$ cat src/rtl/mem_stage_hs_if.sv
// mem_stage_hs_if: variable-latency data bus between the MEM stage (master)
// and memory (slave).
//   bus_req   master->slave  access request, held until bus_ack
//   bus_we    master->slave  1 = write
//   bus_addr  master->slave  word-aligned byte address
//   bus_be    master->slave  byte enables
//   bus_wdata master->slave  lane-replicated store data
//   bus_ack   slave->master  access complete, bus_rdata valid this cycle
//   bus_rdata slave->master  read word
interface mem_stage_hs_if #(
  parameter int AW = 32
) ();
  logic          bus_req;
  logic          bus_we;
  logic [AW-1:0] bus_addr;
  logic [3:0]    bus_be;
  logic [31:0]   bus_wdata;
  logic          bus_ack;
  logic [31:0]   bus_rdata;

  modport master (
    output bus_req, bus_we, bus_addr, bus_be, bus_wdata,
    input  bus_ack, bus_rdata
  );

  modport slave (
    input  bus_req, bus_we, bus_addr, bus_be, bus_wdata,
    output bus_ack, bus_rdata
  );
endinterface

$ cat src/rtl/mem_stage_hs.sv
// mem_stage_hs: pipeline MEM stage with a req/ack data bus.
//   Inputs : EX/MEM bundle (in_valid, alu_s, mem_wdata, write_reg, mem_read,
//            mem_write, mem_size, mem_unsigned, reg_write, mem_to_reg,
//            pc_plus4, lu_op, lu_data).
//   stall_o: stall_out holds upstream while an access is outstanding.
//   bus    : mem_stage_hs_if master modport (registered request side).
//   Outputs: MEM/WB bundle (wb_valid, wb_data, wb_reg, wb_regwrite) and the
//            one-cycle exception pulses exc_misalign / exc_buserr.
module mem_stage_hs #(
  parameter int AW     = 32,
  parameter int RW     = 5,
  parameter int TO_CYC = 64
) (
  input  logic          clk,
  input  logic          reset_b,
  input  logic          in_valid,
  input  logic [AW-1:0] alu_s,
  input  logic [31:0]   mem_wdata,
  input  logic [RW-1:0] write_reg,
  input  logic          mem_read,
  input  logic          mem_write,
  input  logic [1:0]    mem_size,
  input  logic          mem_unsigned,
  input  logic          reg_write,
  input  logic [1:0]    mem_to_reg,
  input  logic [AW-1:0] pc_plus4,
  input  logic          lu_op,
  input  logic [31:0]   lu_data,
  output logic          stall_out,
  mem_stage_hs_if.master bus,
  output logic          wb_valid,
  output logic [31:0]   wb_data,
  output logic [RW-1:0] wb_reg,
  output logic          wb_regwrite,
  output logic          exc_misalign,
  output logic          exc_buserr
);
  localparam int CW = $clog2(TO_CYC + 1);
  localparam int NB = (AW < 32) ? AW : 32;

  typedef enum logic {IDLE, BUSY} state_t;

  // Zero-extend or truncate an AW-bit value to 32 bits.
  function automatic logic [31:0] to32(input logic [AW-1:0] v);
    logic [31:0] r;
    r = '0;
    r[NB-1:0] = v[NB-1:0];
    return r;
  endfunction

  function automatic logic [31:0] load_ext(input logic [31:0] rd, input logic [1:0] a,
                                           input logic [1:0] sz, input logic uns);
    logic        [7:0]  b;
    logic        [15:0] h;
    logic signed [7:0]  sb;
    logic signed [15:0] sh;
    logic        [31:0] r;
    b  = rd[8*a +: 8];
    h  = a[1] ? rd[31:16] : rd[15:0];
    sb = signed'(b);
    sh = signed'(h);
    case (sz)
      2'b00:   r = uns ? {24'h0, b} : 32'(sb);
      2'b01:   r = uns ? {16'h0, h} : 32'(sh);
      default: r = rd;
    endcase
    return r;
  endfunction

  function automatic logic [3:0] lane_be(input logic [1:0] sz, input logic [1:0] a, input logic we);
    logic [3:0] r;
    if (!we)               r = 4'b1111;
    else if (sz == 2'b00)  r = 4'b0001 << a;
    else if (sz == 2'b01)  r = a[1] ? 4'b1100 : 4'b0011;
    else                   r = 4'b1111;
    return r;
  endfunction

  function automatic logic [31:0] lane_wd(input logic [1:0] sz, input logic [31:0] wd, input logic we);
    logic [31:0] r;
    if (!we)               r = '0;
    else if (sz == 2'b00)  r = {4{wd[7:0]}};
    else if (sz == 2'b01)  r = {2{wd[15:0]}};
    else                   r = wd;
    return r;
  endfunction

  function automatic logic [31:0] wb_sel(input logic lu, input logic [31:0] lud, input logic [1:0] m2r,
                                         input logic [AW-1:0] alu, input logic [31:0] ld,
                                         input logic [AW-1:0] pc);
    logic [31:0] r;
    if (lu)                r = lud;
    else if (m2r == 2'b00) r = to32(alu);
    else if (m2r == 2'b01) r = ld;
    else                   r = to32(pc);
    return r;
  endfunction

  state_t          state_q, state_d;
  logic [CW-1:0]   cnt_q, cnt_d;
  logic            bus_req_q, bus_req_d, bus_we_q, bus_we_d;
  logic [AW-1:0]   bus_addr_q, bus_addr_d;
  logic [3:0]      bus_be_q, bus_be_d;
  logic [31:0]     bus_wdata_q, bus_wdata_d;
  logic            wb_valid_q, wb_valid_d, wb_regwrite_q, wb_regwrite_d;
  logic [31:0]     wb_data_q, wb_data_d;
  logic [RW-1:0]   wb_reg_q, wb_reg_d;
  logic            exc_mis_q, exc_mis_d, exc_bus_q, exc_bus_d;
  logic            cap_en;

  // Instruction fields held while the bus access is outstanding.
  logic [RW-1:0]   rd_q;
  logic            rw_q, lu_q, uns_q;
  logic [1:0]      m2r_q, sz_q;
  logic [31:0]     lud_q;
  logic [AW-1:0]   alu_q, pc_q;

  logic memop, mis, to_hit;

  assign memop  = in_valid & (mem_read | mem_write);
  assign mis    = ((mem_size == 2'b01) & alu_s[0]) | (mem_size[1] & (alu_s[1:0] != 2'b00));
  // Current BUSY cycle is the TO_CYC-th one.
  assign to_hit = (cnt_q == CW'(TO_CYC - 1));

  always_comb begin
    state_d       = state_q;
    cnt_d         = cnt_q;
    stall_out     = 1'b0;
    cap_en        = 1'b0;
    bus_req_d     = bus_req_q;
    bus_we_d      = bus_we_q;
    bus_addr_d    = bus_addr_q;
    bus_be_d      = bus_be_q;
    bus_wdata_d   = bus_wdata_q;
    wb_valid_d    = 1'b0;
    wb_regwrite_d = 1'b0;
    wb_data_d     = wb_data_q;
    wb_reg_d      = wb_reg_q;
    exc_mis_d     = 1'b0;
    exc_bus_d     = 1'b0;
    case (state_q)
      IDLE: begin
        cnt_d = '0;
        if (memop && !mis) begin
          stall_out   = 1'b1;
          cap_en      = 1'b1;
          state_d     = BUSY;
          bus_req_d   = 1'b1;
          bus_we_d    = mem_write;
          bus_addr_d  = {alu_s[AW-1:2], 2'b00};
          bus_be_d    = lane_be(mem_size, alu_s[1:0], mem_write);
          bus_wdata_d = lane_wd(mem_size, mem_wdata, mem_write);
        end else begin
          // Non-memop or misaligned access; a misaligned one never writes a register.
          wb_valid_d    = in_valid;
          wb_regwrite_d = reg_write & in_valid & ~memop;
          wb_reg_d      = write_reg;
          wb_data_d     = wb_sel(lu_op, lu_data, mem_to_reg, alu_s, 32'h0, pc_plus4);
          exc_mis_d     = memop;
        end
      end
      BUSY: begin
        stall_out = ~bus.bus_ack & ~to_hit;
        cnt_d     = cnt_q + CW'(1);
        if (bus.bus_ack) begin
          state_d       = IDLE;
          bus_req_d     = 1'b0;
          wb_valid_d    = 1'b1;
          wb_regwrite_d = rw_q;
          wb_reg_d      = rd_q;
          wb_data_d     = wb_sel(lu_q, lud_q, m2r_q, alu_q,
                                 load_ext(bus.bus_rdata, alu_q[1:0], sz_q, uns_q), pc_q);
        end else if (to_hit) begin
          state_d    = IDLE;
          bus_req_d  = 1'b0;
          wb_valid_d = 1'b1;
          wb_reg_d   = rd_q;
          exc_bus_d  = 1'b1;
        end
      end
      default: state_d = IDLE;
    endcase
  end

  always_ff @(posedge clk or negedge reset_b) begin
    if (!reset_b) begin
      state_q       <= IDLE;
      cnt_q         <= '0;
      bus_req_q     <= 1'b0;
      bus_we_q      <= 1'b0;
      bus_addr_q    <= '0;
      bus_be_q      <= '0;
      bus_wdata_q   <= '0;
      wb_valid_q    <= 1'b0;
      wb_regwrite_q <= 1'b0;
      wb_data_q     <= '0;
      wb_reg_q      <= '0;
      exc_mis_q     <= 1'b0;
      exc_bus_q     <= 1'b0;
    end else begin
      state_q       <= state_d;
      cnt_q         <= cnt_d;
      bus_req_q     <= bus_req_d;
      bus_we_q      <= bus_we_d;
      bus_addr_q    <= bus_addr_d;
      bus_be_q      <= bus_be_d;
      bus_wdata_q   <= bus_wdata_d;
      wb_valid_q    <= wb_valid_d;
      wb_regwrite_q <= wb_regwrite_d;
      wb_data_q     <= wb_data_d;
      wb_reg_q      <= wb_reg_d;
      exc_mis_q     <= exc_mis_d;
      exc_bus_q     <= exc_bus_d;
    end
  end

  // Capture stage: fields are only consumed in BUSY, so they need no reset.
  always_ff @(posedge clk) begin
    if (cap_en) begin
      rd_q  <= write_reg;
      rw_q  <= reg_write & in_valid;
      lu_q  <= lu_op;
      lud_q <= lu_data;
      m2r_q <= mem_to_reg;
      alu_q <= alu_s;
      pc_q  <= pc_plus4;
      sz_q  <= mem_size;
      uns_q <= mem_unsigned;
    end
  end

  assign bus.bus_req   = bus_req_q;
  assign bus.bus_we    = bus_we_q;
  assign bus.bus_addr  = bus_addr_q;
  assign bus.bus_be    = bus_be_q;
  assign bus.bus_wdata = bus_wdata_q;
  assign wb_valid      = wb_valid_q;
  assign wb_data       = wb_data_q;
  assign wb_reg        = wb_reg_q;
  assign wb_regwrite   = wb_regwrite_q;
  assign exc_misalign  = exc_mis_q;
  assign exc_buserr    = exc_bus_q;
endmodule

$ cat src/flat_wrapper.sv
// flat-port wrapper written by rule: the top's interface ports become plain ports
module mem_stage_hs_flat 
#(
  parameter int AW     = 32,
  parameter int RW     = 5,
  parameter int TO_CYC = 64
)
  (clk, reset_b, in_valid, alu_s, mem_wdata, write_reg, mem_read, mem_write, mem_size, mem_unsigned, reg_write, mem_to_reg, pc_plus4, lu_op, lu_data, stall_out, wb_valid, wb_data, wb_reg, wb_regwrite, exc_misalign, exc_buserr, bus_bus_req, bus_bus_we, bus_bus_addr, bus_bus_be, bus_bus_wdata, bus_bus_ack, bus_bus_rdata);
  mem_stage_hs_if #(.AW(AW)) bus_i ();
  input  logic clk;
  input  logic reset_b;
  input  logic in_valid;
  input  logic [AW-1:0] alu_s;
  input  logic [31:0] mem_wdata;
  input  logic [RW-1:0] write_reg;
  input  logic mem_read;
  input  logic mem_write;
  input  logic [1:0] mem_size;
  input  logic mem_unsigned;
  input  logic reg_write;
  input  logic [1:0] mem_to_reg;
  input  logic [AW-1:0] pc_plus4;
  input  logic lu_op;
  input  logic [31:0] lu_data;
  output logic stall_out;
  output logic wb_valid;
  output logic [31:0] wb_data;
  output logic [RW-1:0] wb_reg;
  output logic wb_regwrite;
  output logic exc_misalign;
  output logic exc_buserr;
  output wire logic [$bits(bus_i.bus_req)-1:0] bus_bus_req;
  output wire logic [$bits(bus_i.bus_we)-1:0] bus_bus_we;
  output wire logic [$bits(bus_i.bus_addr)-1:0] bus_bus_addr;
  output wire logic [$bits(bus_i.bus_be)-1:0] bus_bus_be;
  output wire logic [$bits(bus_i.bus_wdata)-1:0] bus_bus_wdata;
  input wire logic [$bits(bus_i.bus_ack)-1:0] bus_bus_ack;
  input wire logic [$bits(bus_i.bus_rdata)-1:0] bus_bus_rdata;
  assign bus_bus_req = bus_i.bus_req;
  assign bus_bus_we = bus_i.bus_we;
  assign bus_bus_addr = bus_i.bus_addr;
  assign bus_bus_be = bus_i.bus_be;
  assign bus_bus_wdata = bus_i.bus_wdata;
  assign bus_i.bus_ack = bus_bus_ack;
  assign bus_i.bus_rdata = bus_bus_rdata;
  mem_stage_hs #(.AW(AW), .RW(RW), .TO_CYC(TO_CYC)) u_core (.clk(clk), .reset_b(reset_b), .in_valid(in_valid), .alu_s(alu_s), .mem_wdata(mem_wdata), .write_reg(write_reg), .mem_read(mem_read), .mem_write(mem_write), .mem_size(mem_size), .mem_unsigned(mem_unsigned), .reg_write(reg_write), .mem_to_reg(mem_to_reg), .pc_plus4(pc_plus4), .lu_op(lu_op), .lu_data(lu_data), .stall_out(stall_out), .bus(bus_i), .wb_valid(wb_valid), .wb_data(wb_data), .wb_reg(wb_reg), .wb_regwrite(wb_regwrite), .exc_misalign(exc_misalign), .exc_buserr(exc_buserr));
endmodule
$ cat config.mk
export PLATFORM = sky130hd
export DESIGN_NAME = mem_stage_hs_flat
export DESIGN_NICKNAME = d
export VERILOG_FILES = /design/src/rtl/mem_stage_hs_if.sv /design/src/rtl/mem_stage_hs.sv /design/src/flat_wrapper.sv
export SDC_FILE = /design/constraint.sdc
export NUM_CORES = 1
export LEC_CHECK = 0
export ABC_AREA = 1
export CORE_MARGIN = 3
export CORE_UTILIZATION = 40
export CTS_CLUSTER_DIAMETER = 80
export CTS_CLUSTER_SIZE = 10
export DETAILED_ROUTE_END_ITERATION = 8
export GPL_TIMING_DRIVEN = 0
export PLACE_DENSITY_LB_ADDON = 0.12
export SKIP_LAST_GASP = 1
export SYNTH_ARGS = -nofsm -noshare
export SYNTH_HDL_FRONTEND = slang
export SYNTH_SLANG_ARGS = --single-unit
$ cat constraint.sdc
create_clock -name clk -period 7.7 [get_ports clk]
set_input_delay 0.77 -clock clk [delete_from_list [all_inputs] [get_ports clk]]
set_output_delay 0.77 -clock clk [all_outputs]
set_load 0.03 [all_outputs]
Fig. 1: run 1, clock network drawn from the DEF
(3 px per um)
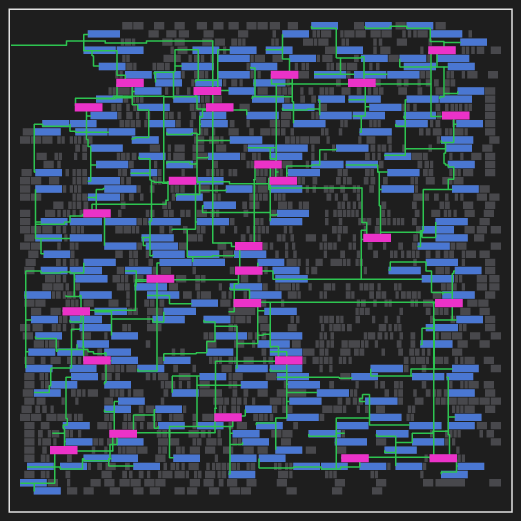
legend:
  magenta:
    item: clock-net drivers
    count: 26
  blue:
    item: flip-flops
    count: 225
  green:
    item: clock wires
    length: 3140 um
flops lie: all over the die
clock latency of the later-clocked register in the worst-skew pair: 0.53 ns
power attributed to the clock group: 1.13 mW
relative contribution of the clock network to total power: 0.310

Fig. 2: run 1, gate families picked out
(2 px per um)
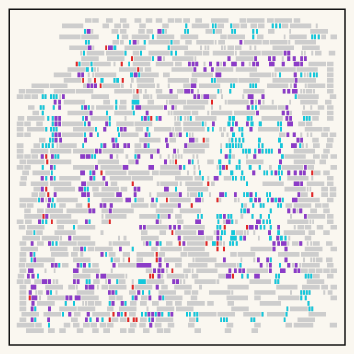
legend:
  purple:
    family: aoi and oai cells
    cells: 318
    most_used: o21ai_0
    where: all over the die
  red:
    family: inv cells
    cells: 54
    most_used: inv_1
  cyan:
    family: nand cells
    cells: 348
    most_used: nand2_1
    where: all over the die
Final Non-Filler Cells: 1811
multi-input logic portion of the cell area: 0.2528

==> reports/notes.md, run 1 <==
By instance count after routing, the leading logic cell type is sky130_fd_sc_hd__nand2_1. The script computed a power per unit cell area of 250.7 nW/um2. The overall power is 3.632 mW, and the number of hold buffers added after CTS is 0.

In this run the standard cell core region covers 25330 um2. A synthesized cell averages 9.081 um2. The XOR/XNOR share of the synthesized area is 0, and the area share of and-or/or-and cells after synthesis is 0.1710. The run gives 44 as the total of clock buffers placed in the layout. The tools report the startpoint class of the critical path as an input pin. The clock tree skew after final layout came out at 0.01520 ns. With the register bit count reported by yosys at 225, the post-synthesis instance area is 10380 um2.

Entering global routing, the biggest net connects 89 pins. The run gives 1143 for the post-synthesis instance total. The flow ran to the end, and the final reports show no timing, DRC or antenna violations. The main area contributors are sky130_fd_sc_hd__edfxtp_1 31%, sky130_fd_sc_hd__dfrtp_1 28%, sky130_fd_sc_hd__nand2_1 11%. The run gives 0.278 for the part of the power in combinational logic. On the critical path the data arrives at 3.09 ns. Number of non-clock buffers: 363. Registers take 6171 um2. The number of buffer and inverter stages on the critical path is 4. Master cell of the clock root buffer: sky130_fd_sc_hd__clkbuf_16. IR analysis of the VDD net gives a maximum drop of 0.1473 mV.

The starting density of the core is 0.4098, and the relative max-transition margin is 0.4951. The tools report the internal cell power as 2.470 mW. For the setup total negative slack, the log shows 0 ns. The report lists the number of standard-cell rows as 58.

In the layout the commonest cells are 311 x sky130_fd_sc_hd__nand2_1, 286 x sky130_fd_sc_hd__clkdlybuf4s50_1, 137 x sky130_fd_sc_hd__o21ai_0. The horizontal die dimension was 167.1 um; the via count of the first global-routing pass was 9371. Summed over all layers, the global routing overflow is 0. Summing over the stages, the warning tally comes to 26. The count of final hold-check violations is 0, and the number of gates resized after cts is 0. The detailed-route DRC error count was 0. The worst setup path is of the in2out kind.

The tools report the final antenna-violating net count as 0. The clock slew at the register clock pins of the worst setup and hold paths came out at 0.06 ns. The number of antenna violations at the first check in global routing was 7. The detailed router finished its first iteration with 879 violations. According to the dpl log, the detail-placed design has an HPWL of 27380 um. The run gives 0.05156 for the clock distribution area overhead in the final layout. The transition time at the pin with the least slew margin came out at 0.7574 ns.

Combinational power: 1.01 mW. The synth_stat.txt file lists the number of cells as 1143. The run gives 225 as the clock sink count.

Per the OpenROAD floorplan log, the area of the die is 27920 um2. Walking the worst path, the cells encountered are clkdlybuf4s50_1, inv_2, nand2_4, a22oi_4, nand2_4, o21ai_2, nand2_1, inv_1, clkdlybuf4s50_1. Cell taking the most area after synthesis: sky130_fd_sc_hd__edfxtp_1. With the register share of total power at 0.412, the switching fraction of total power is 0.3201. Among all stages on the critical path, the maximum delay recorded is 0.68 ns. The power report puts the leakage power at 5.943 nW.

H-tree depth: 1. The total of endpoints with negative setup slack in the final report was 0. For this run, the chip area from Yosys synthesis comes to 10380 um2. The count of inserted tapcells was 330. Global router's overall resource usage: 0.2572. The run gives 1.162 mW as the switching component of the power. The first-pass detailed-route iteration total is 5. Cell with the largest stage delay on the worst path: sky130_fd_sc_hd__clkdlybuf4s50_1. The depth of the most critical reg-to-reg path was 6; the global placement routability congestion was 0.9111. 791 cells are multi-input combinational gates. The sequential power reported by the tool is 1.50 mW. Buffers added to address setup during post-CTS repair amount to 0. The vias per cell was 5.288; the area growth from synthesis to final layout was 39.56%. Setup repair after global routing left no endpoint under its margin.

The run gives 9576 as the vias after detailed routing. The number of fill cells in the layout was 2275. The total stage count of the critical path was 9. In the final report, the number of pins over their slew limit comes to 0. Buffer share of cell area: 0.2266.

Cell class contributing the biggest share of worst-path delay: buffers and inverters. The top cell class by occupied area was flip-flops and latches. Yosys mapped the design onto 33 distinct sky130hd cell types.

TritonCTS built the clock tree. The die span in y was 167.1 um; the CTS buffer count was 26. The worst setup path is captured at an output port. Among the non-sequential cells, simple AND/OR/NAND/NOR gates take the most area. The first global-routing pass estimated 55750 um of wire. In this build the clock could be raised as far as 0.2592 GHz. The count of antenna diodes in the layout is 3, and the logic area is 3662 um2.
Fig. 3: run 1, port wiring
(3 px per um)
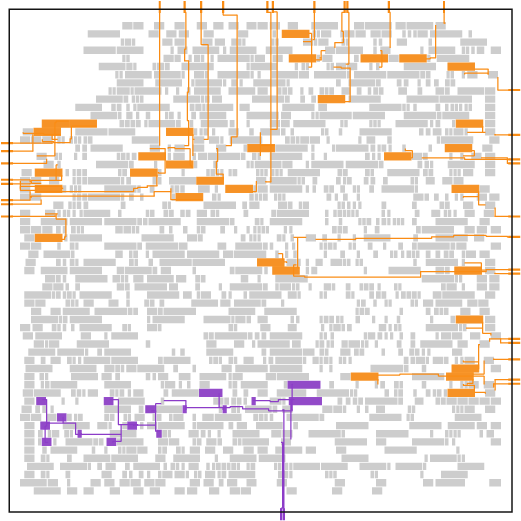
legend:
  orange:
    port: wb_data
    bits: 32
    direction: output
    edge: 13 right, 11 top, 8 left
    end_cells: 32
    buffers: 32
    wire: 1230 um
  purple:
    port: mem_size
    bits: 2
    direction: input
    edge: bottom
    end_cells: 16
    buffers: 3
    wire: 244 um
io pins: 290
count of buffers inserted at the top-level ports: 287

Fig. 4: run 1, routing congestion
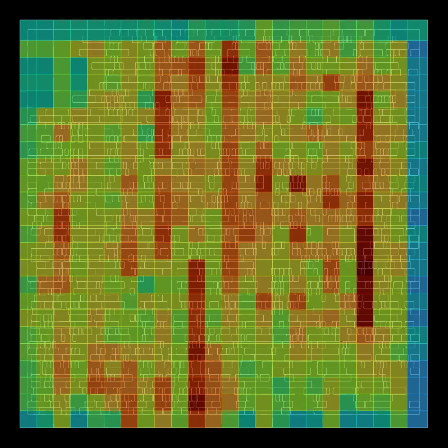
average wire length per cell after detail routing: 20.47 um
met3 Use GR: 0.06516
share of the core filled with cells in the final layout: 0.5720

## run 1: stage by stage
step / std cells / hold slack [ns] / cell area (um2) / utilization / setup slack, ns
5_1_grt: 1811 / 0.1264 / 14490 / 0.5720 / 3.722
4_1_cts: 1808 / 0.1135 / 14480 / 0.5717 / 3.810
3_3_place_gp: 1761 / 0.4474 / 13670 / 0.5397 / 0.8410
3_5_place_dp: 1763 / 0.4623 / 13730 / 0.5422 / 3.818
6_report: 1811 / 0.1206 / 14490 / 0.5720 / 3.842
2_1_floorplan: 1144 / 0.4329 / 10380 / - / 4.580
## run 1: worst paths after layout
check	start	to	slack, ns
min	reset_b	u_core.wb_data[16]$_DFFE_PN0P_	0.12
min reg2reg	u_core.cnt_q[0]$_DFF_PN0_	u_core.cnt_q[0]$_DFF_PN0_	0.47
max	mem_size[1]	stall_out	3.84
max in group asynchronous	reset_b	u_core.wb_reg[4]$_DFFE_PN0P_	6.79
min in group clk	u_core.cnt_q[0]$_DFF_PN0_	u_core.cnt_q[0]$_DFF_PN0_	0.47
max reg2reg	u_core.state_q$_DFF_PN0_	u_core.lud_q[27]$_DFFE_PP_	5.52
## run 1: cells in the mapped netlist (all sizes together)
cell type and number:
a21boi 1, a21oi 120, a221oi 29, a22oi 1, a31oi 6, and3 1, buf 32, clkbuf 42
clkinv 1, conb 1, dfrtp 117, edfxtp 108, ha 1, inv 53, nand2 315, nand3 33
nor2 116, nor3 3, o211ai 11, o21ai 145, o221ai 4, o31ai 1, or2 2
## run 1: routing by layer
layer	routed length (um)	vias up	share of wire	GRT usage
li1	-	4536	-	-
met1	15300	4535	0.41	0.3473
met2	17230	441	0.46	0.4140
met3	3539	56	0.095	0.06516
met4	940	8	0.025	0.07461
met5	55	-	0.0015	0
==> run 2: changes to the inputs <==
==> constraint.sdc (replaced) <==
create_clock -name clk -period 3.35 [get_ports clk]
set_input_delay 0.335 -clock clk [delete_from_list [all_inputs] [get_ports clk]]
set_output_delay 0.335 -clock clk [all_outputs]
set_load 0.03 [all_outputs]
Fig. 5: run 2, clock network drawn from the DEF
(3 px per um)
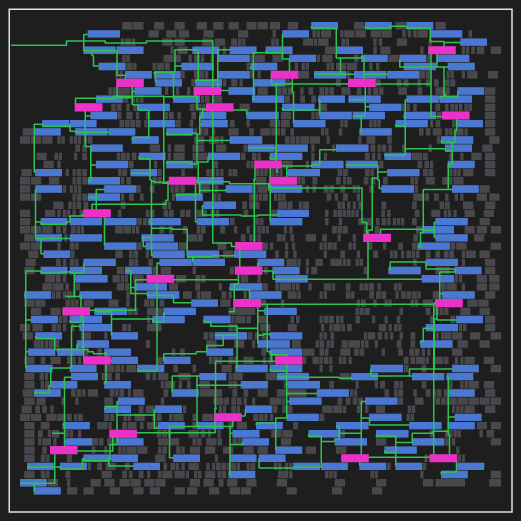
legend:
  green:
    item: clock wires
    length: 3130 um
  blue:
    item: flip-flops
    count: 225
  magenta:
    item: clock-net drivers
    count: 26
flops lie: all over the die
clock latency of the later-clocked register in the worst-skew pair: 0.52 ns
worst setup skew after layout: 0.01318 ns

==> run 2 against run 1 <==
Effect of this change: combinational power increased by 130%; non-clock buffer count grew 1; setup slack got worse by 3.5 ns; utilization about the same; hold slack gained 0.13 ns; register-to-register slack lost 4.3 ns; critical path depth is the same; synthesized area unchanged; first-iteration DRC count is 8.8% higher; final area hardly changed; largest power group unchanged; highest routed layer unchanged.
==> reports/notes.md, run 2 <==
Leaving out fill and tap cells, the most frequent cell in the layout is sky130_fd_sc_hd__nand2_1. After routing, the total negative slack on setup checks comes to 0 ns. Setup repair after global routing left no endpoint under its margin.

Yosys stat chip area: 10380 um2. For the final antenna-violating net count, the log shows 0. The run gives 167.1 um for the horizontal die dimension. For the completed layout, the total cell area is recorded as 14500 um2. The number of hold buffers added after CTS is 1. In the post-synthesis netlist, the biggest area contributors are sky130_fd_sc_hd__edfxtp_1 31%, sky130_fd_sc_hd__dfrtp_1 28%, sky130_fd_sc_hd__nand2_1 11%. The run gives 1143 as the cell count in the Yosys report.

Looking at the cell usage after synthesis, the top flip-flop cell is sky130_fd_sc_hd__dfrtp_1. The global router's overall resource usage is 0.2572. With the core utilization of the finished layout at 0.5724, the placeable core region is 25330 um2. The H-tree depth is 1. After global routing the overflow that remains totals 0. Summing internal, switching and leakage power gives 8.342 mW. For reference, the final report shows the hold violation count at 0.

After legalization and detailed placement, the total HPWL measured 27380 um. Detailed routing placed a total of 3442 um of wire on met3. The commonest cells after synthesis are 311 x sky130_fd_sc_hd__nand2_1, 137 x sky130_fd_sc_hd__o21ai_0, 120 x sky130_fd_sc_hd__a21oi_1. Walking the critical path from launch to capture passes 9 cell instances.

The worst setup path is of the in2out kind. The run gives 39.66% for the area growth from synthesis to final layout. Endpoint class of the critical path: an output port. In the routed layout, each cell is associated on average with a via count of 5.288. Detailed-route wire length per cell: 20.42 um.

At the pin with the least slew margin, the transition time is 0.7580 ns. IR analysis of the VDD net gives a maximum drop of 0.3378 mV. The flow ran to the end, and the final reports show no timing, DRC or antenna violations. At the end of routability-driven placement, the weighted congestion stood at 0.9111. For this run, design rule violations remaining after detail routing come to 0. The final timing report lists a max-slew violation count of 0. After floorplanning, the die was sized to cover 27920 um2. The tools report the number of gates resized after cts as 0.

STA classifies the critical path startpoint as an input pin. The power density over the cells was 575.5 nW/um2. For the wire length of the first global-routing pass, the log shows 55750 um. The floorplan report gives the top-level pin count as 290. The library cell with the highest instance count after synthesis was sky130_fd_sc_hd__nand2_1.
Fig. 6: run 2, port wiring
(3 px per um)
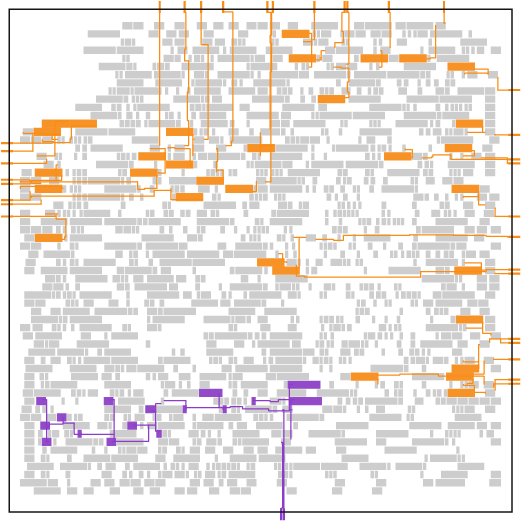
legend:
  purple:
    port: mem_size
    bits: 2
    direction: input
    edge: bottom
    end_cells: 16
    buffers: 3
    wire: 249 um
  orange:
    port: wb_data
    bits: 32
    direction: output
    edge: 13 right, 11 top, 8 left
    end_cells: 32
    buffers: 32
    wire: 1230 um

==> run 2: cell count changes in the layout (fill, tap and decap cells not counted) <==
cell / change
sky130_fd_sc_hd__dlygate4sd3_1: +1
==> run 2: final timing paths <==
kind / start / endpoint
hold reg to reg: u_core.cnt_q[0]$_DFF_PN0_ / u_core.cnt_q[0]$_DFF_PN0_
setup reg to reg: u_core.state_q$_DFF_PN0_ / u_core.lud_q[27]$_DFFE_PP_
hold / removal: reset_b / u_core.wb_data[16]$_DFFE_PN0P_
setup / recovery: mem_size[1] / stall_out
min in group clk: mem_unsigned / u_core.uns_q$_DFFE_PP_
max in group asynchronous: reset_b / u_core.wb_reg[4]$_DFFE_PN0P_
==> run 2: metal layers <==
metal | vias to the layer above | track usage
met4 | 8 | 0.07461
met3 | 57 | 0.06516
met1 | 4551 | 0.3473
met2 | 426 | 0.4140
li1 | 4540 | -
met5 | - | 0
==> run 2: cell families (layout without fill, tap and decap cells) <==
logic type | Yosys count | in the layout | synth area share
AND/OR/NAND/NOR | 470 | 470 | 0.1798
AND-OR/OR-AND | 318 | 318 | 0.1710
flip-flops | 225 | 225 | 0.5945
buffers and inverters | 128 | 463 | 0.05304
adder cells (fa/ha/maj) | 1 | 1 | 0.001205
other | 1 | 5 | 0.0003613
==> run 2: layout make-up <==
class	count	area, um2	share of cell area
flip-flops and latches	225	6171	0.4257
multi-input cells	791	3662	0.2526
repair buffers	290	2939	0.2027
clock buffers	44	739.5	0.05101
well taps	330	412.9	0.02848
plain buffers	74	354.1	0.02443
inverters	54	202.7	0.01398
clock inverters	1	7.507	0.0005179
diodes	3	7.507	0.0005179
==> run 2: where the power goes <==
part	internal, mW	switching, mW
logic	0.931	1.39
clock network	1.48	1.10
registers	3.26	0.177
==> run 3: changes to the inputs <==
--- a/config.mk
+++ b/config.mk
@@ -14,6 +14,7 @@
 export GPL_TIMING_DRIVEN = 0
 export PLACE_DENSITY_LB_ADDON = 0.12
 export SKIP_LAST_GASP = 1
+export SLEW_MARGIN = 20
 export SYNTH_ARGS = -nofsm -noshare
 export SYNTH_HDL_FRONTEND = slang
 export SYNTH_SLANG_ARGS = --single-unit
Fig. 7: run 3, port wiring
(3 px per um)
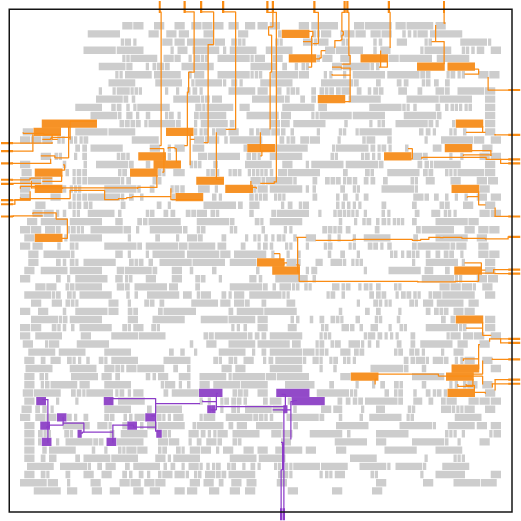
legend:
  purple:
    port: mem_size
    bits: 2
    direction: input
    edge: bottom
    end_cells: 16
    buffers: 3
    wire: 230 um
  orange:
    port: wb_data
    bits: 32
    direction: output
    edge: 13 right, 11 top, 8 left
    end_cells: 32
    buffers: 32
    wire: 1270 um

==> run 3 against run 2 <==
Effect of this change: final area about the same; combinational power hardly changed; synthesized cell count did not move; sequential share of layout area barely moved; die size unchanged; clock power is essentially flat; non-clock buffer count unchanged; flip-flop count did not move; utilization barely moved; via count is 0.72% lower; critical endpoint unchanged.
==> reports/notes.md, run 3 <==
The later-pin clock latency in the skew report is 0.53 ns, and the cell count in the Yosys report is 1143. The proportion of register bits with asynchronous set or reset after synthesis was 0.5200. The run gives 0 as the number of pins exceeding their max-slew limit in the final report. In the routed layout, each cell is associated on average with a via count of 5.253.

The number of gates resized after cts was 0. The total of buffers placed on input and output ports is 287. Setup slack on the critical path of the routed design comes to 0.3657 ns. The violation count after the first detailed-route iteration was 857; the worst stage delay on the critical path was 0.68 ns. The H-tree depth is 1, and the tally of OpenROAD warnings is 26. Pin placement for this block handled 290 I/O pins. The register bit count reported by yosys is 225, and the synthesized area per cell is 9.081 um2. The cell with the largest stage delay on the worst path was sky130_fd_sc_hd__clkdlybuf4s50_1. The chip occupies 27920 um2. The synthesized design contains 108 enable-type register cells. Total power normalized to cell area comes to 577.1 nW/um2.

Worst hold slack: 0.2550 ns. Global router's overall resource usage: 0.2588. Including well taps, the total number of placed cells is 1763. Worst flop-to-flop path startpoint: u_core.state_q$_DFF_PN0_.

The run gives 13740 um2 for the placement-stage cell area. The most used flip-flop cell after synthesis is sky130_fd_sc_hd__dfrtp_1. The run gives 0.4872 as the relative max-transition margin. The script reports the combined buffer and inverter count of the critical path as 4. Overall power consumption after layout is estimated at 8.367 mW. The placeable core region was 25330 um2. In this run the critical register-to-register path is captured at u_core.alu_q[7]$_DFFE_PP_. For the final antenna-violating net count, the log shows 0.

The endpoint class of the critical path is an output port. For the total of endpoints with negative setup slack in the final report, the log shows 0. After detailed routing, the number of remaining DRC violations is 0. The post-placement worst setup slack came out at 0.3709 ns.

Clock tree synthesis found a total of 225 sinks. The cell sequence reported for the critical path is clkdlybuf4s50_1, inv_2, nand2_4, a22oi_4, nand2_4, o21ai_2, nand2_1, inv_1, clkdlybuf4s50_1. With the yosys stat chip area at 10380 um2, the detailed-route wire length per cell is 20.58 um. Looking at area per cell type in the netlist, the leader is sky130_fd_sc_hd__edfxtp_1.

Setup total negative slack on the finished layout was measured at 0 ns. The peak clock frequency supported by timing came out at 0.3351 GHz. TritonCTS built the clock tree. The most common logic cells in the final layout are 311 x sky130_fd_sc_hd__nand2_1, 286 x sky130_fd_sc_hd__clkdlybuf4s50_1, 137 x sky130_fd_sc_hd__o21ai_0. After routing the design area is 14500 um2. The logs give 1 for the number of hold buffers added after CTS and 0 for the count of final hold-check violations. By area the synthesized netlist is led by sky130_fd_sc_hd__edfxtp_1 31%, sky130_fd_sc_hd__dfrtp_1 28%, sky130_fd_sc_hd__nand2_1 11%. The tools report the startpoint class of the critical path as an input pin. The worst vdd rail ir drop was 0.3500 mV. The first-pass detailed-route iteration total is 5. After synthesis the cells add up to 10380 um2.

The script extracted a total leakage power of 5.950 nW. With the count of placed standard cells in the final layout, fillers left out at 1811, the number of distinct library cells after synthesis is 33. The tools report the CTS buffer count as 26. For this run the top cell type by instance count after synthesis was sky130_fd_sc_hd__nand2_1. For the clock tree skew after final layout, the log shows 0.01155 ns. Setup repair after global routing left no endpoint under its margin. The tools report the total global routing overflow as 0. The run finished with clean final reports. Per the OpenROAD floorplan log, the height of the die is 167.1 um. The run gives 56080 um as the wire length of the first global-routing pass. Entering global routing, the biggest net connects 89 pins. The horizontal die dimension was 167.1 um.

The clock slew at the register clock pins of the worst setup and hold paths is 0.06 ns, and the vias after detailed routing is 9513. Cell class contributing the biggest share of worst-path delay: buffers and inverters. The start-to-end type of the worst setup path is in2out.

For the pin with the worst max-slew slack, the measured transition is 0.7692 ns.
Fig. 8: run 3, gate families picked out
(2 px per um)
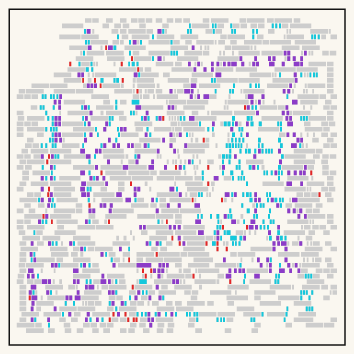
legend:
  cyan:
    family: nand cells
    cells: 348
    most_used: nand2_1
    where: all over the die
  red:
    family: inv cells
    cells: 54
    most_used: inv_1
  purple:
    family: aoi and oai cells
    cells: 318
    most_used: o21ai_0
    where: all over the die
leading cell type in the layout, fill and taps excluded: sky130_fd_sc_hd__nand2_1
multi-input logic portion of the cell area: 0.2526

==> run 3: netlist changes by cell type in the layout (fill, tap and decap cells not counted), sizes merged <==
cell / delta
diode: -2
clkbuf: +1
==> run 3: worst max path at each step <==
stage	start	endpoint	slack [ns]	cells after the start
after floorplan	mem_size[0]	u_core.alu_q[0]$_DFFE_PP_	0.67	6
after global placement	reset_b	u_core.wb_data[5]$_DFFE_PN0P_	-3.07	1
after detailed placement	mem_size[1]	stall_out	0.37	9
after CTS	mem_size[1]	stall_out	0.37	9
after global routing	mem_size[1]	stall_out	0.26	9
final	mem_size[1]	stall_out	0.37	9
==> run 3: per-layer routing <==
metal / wire (um) / up-vias / share of wire / track usage
met2: 17390 / 400 / 0.47 / 0.4212
met1: 15770 / 4513 / 0.42 / 0.3552
li1: - / 4538 / - / -
met3: 3163 / 54 / 0.085 / 0.05689
met5: 55 / - / 0.0015 / 0
met4: 884 / 8 / 0.024 / 0.06564
==> run 3: where the power goes <==
part	switching, mW	total, mW	internal (mW)
logic	1.39	2.32	0.932
registers	0.178	3.44	3.26
clock network	1.11	2.60	1.49
total	2.68	8.37	5.68
==> run 3: cell type report <==
type,count,area (um2)
Fill cell,2300,10830
Sequential cell,225,6171
Multi-Input combinational cell,791,3662
Timing Repair Buffer,290,2943
Clock buffer,45,743.2
Tap cell,330,412.9
Buffer,74,354.1
Inverter,54,202.7
Clock inverter,1,7.507
Antenna cell,1,2.502
==> run 3: logic make-up (layout without fill, tap and decap cells) <==
group,count (synthesis),after routing,share of synthesized area
AOI/OAI and AO/OA,318,318,0.1710
and+or+nand+nor,470,470,0.1798
adders and majority gates,1,1,0.001205
other,1,3,0.0003613
DFF,225,225,0.5945
buffers and inverters,128,464,0.05304
Power figures rest on the tool's default switching activity, not on a simulated workload.
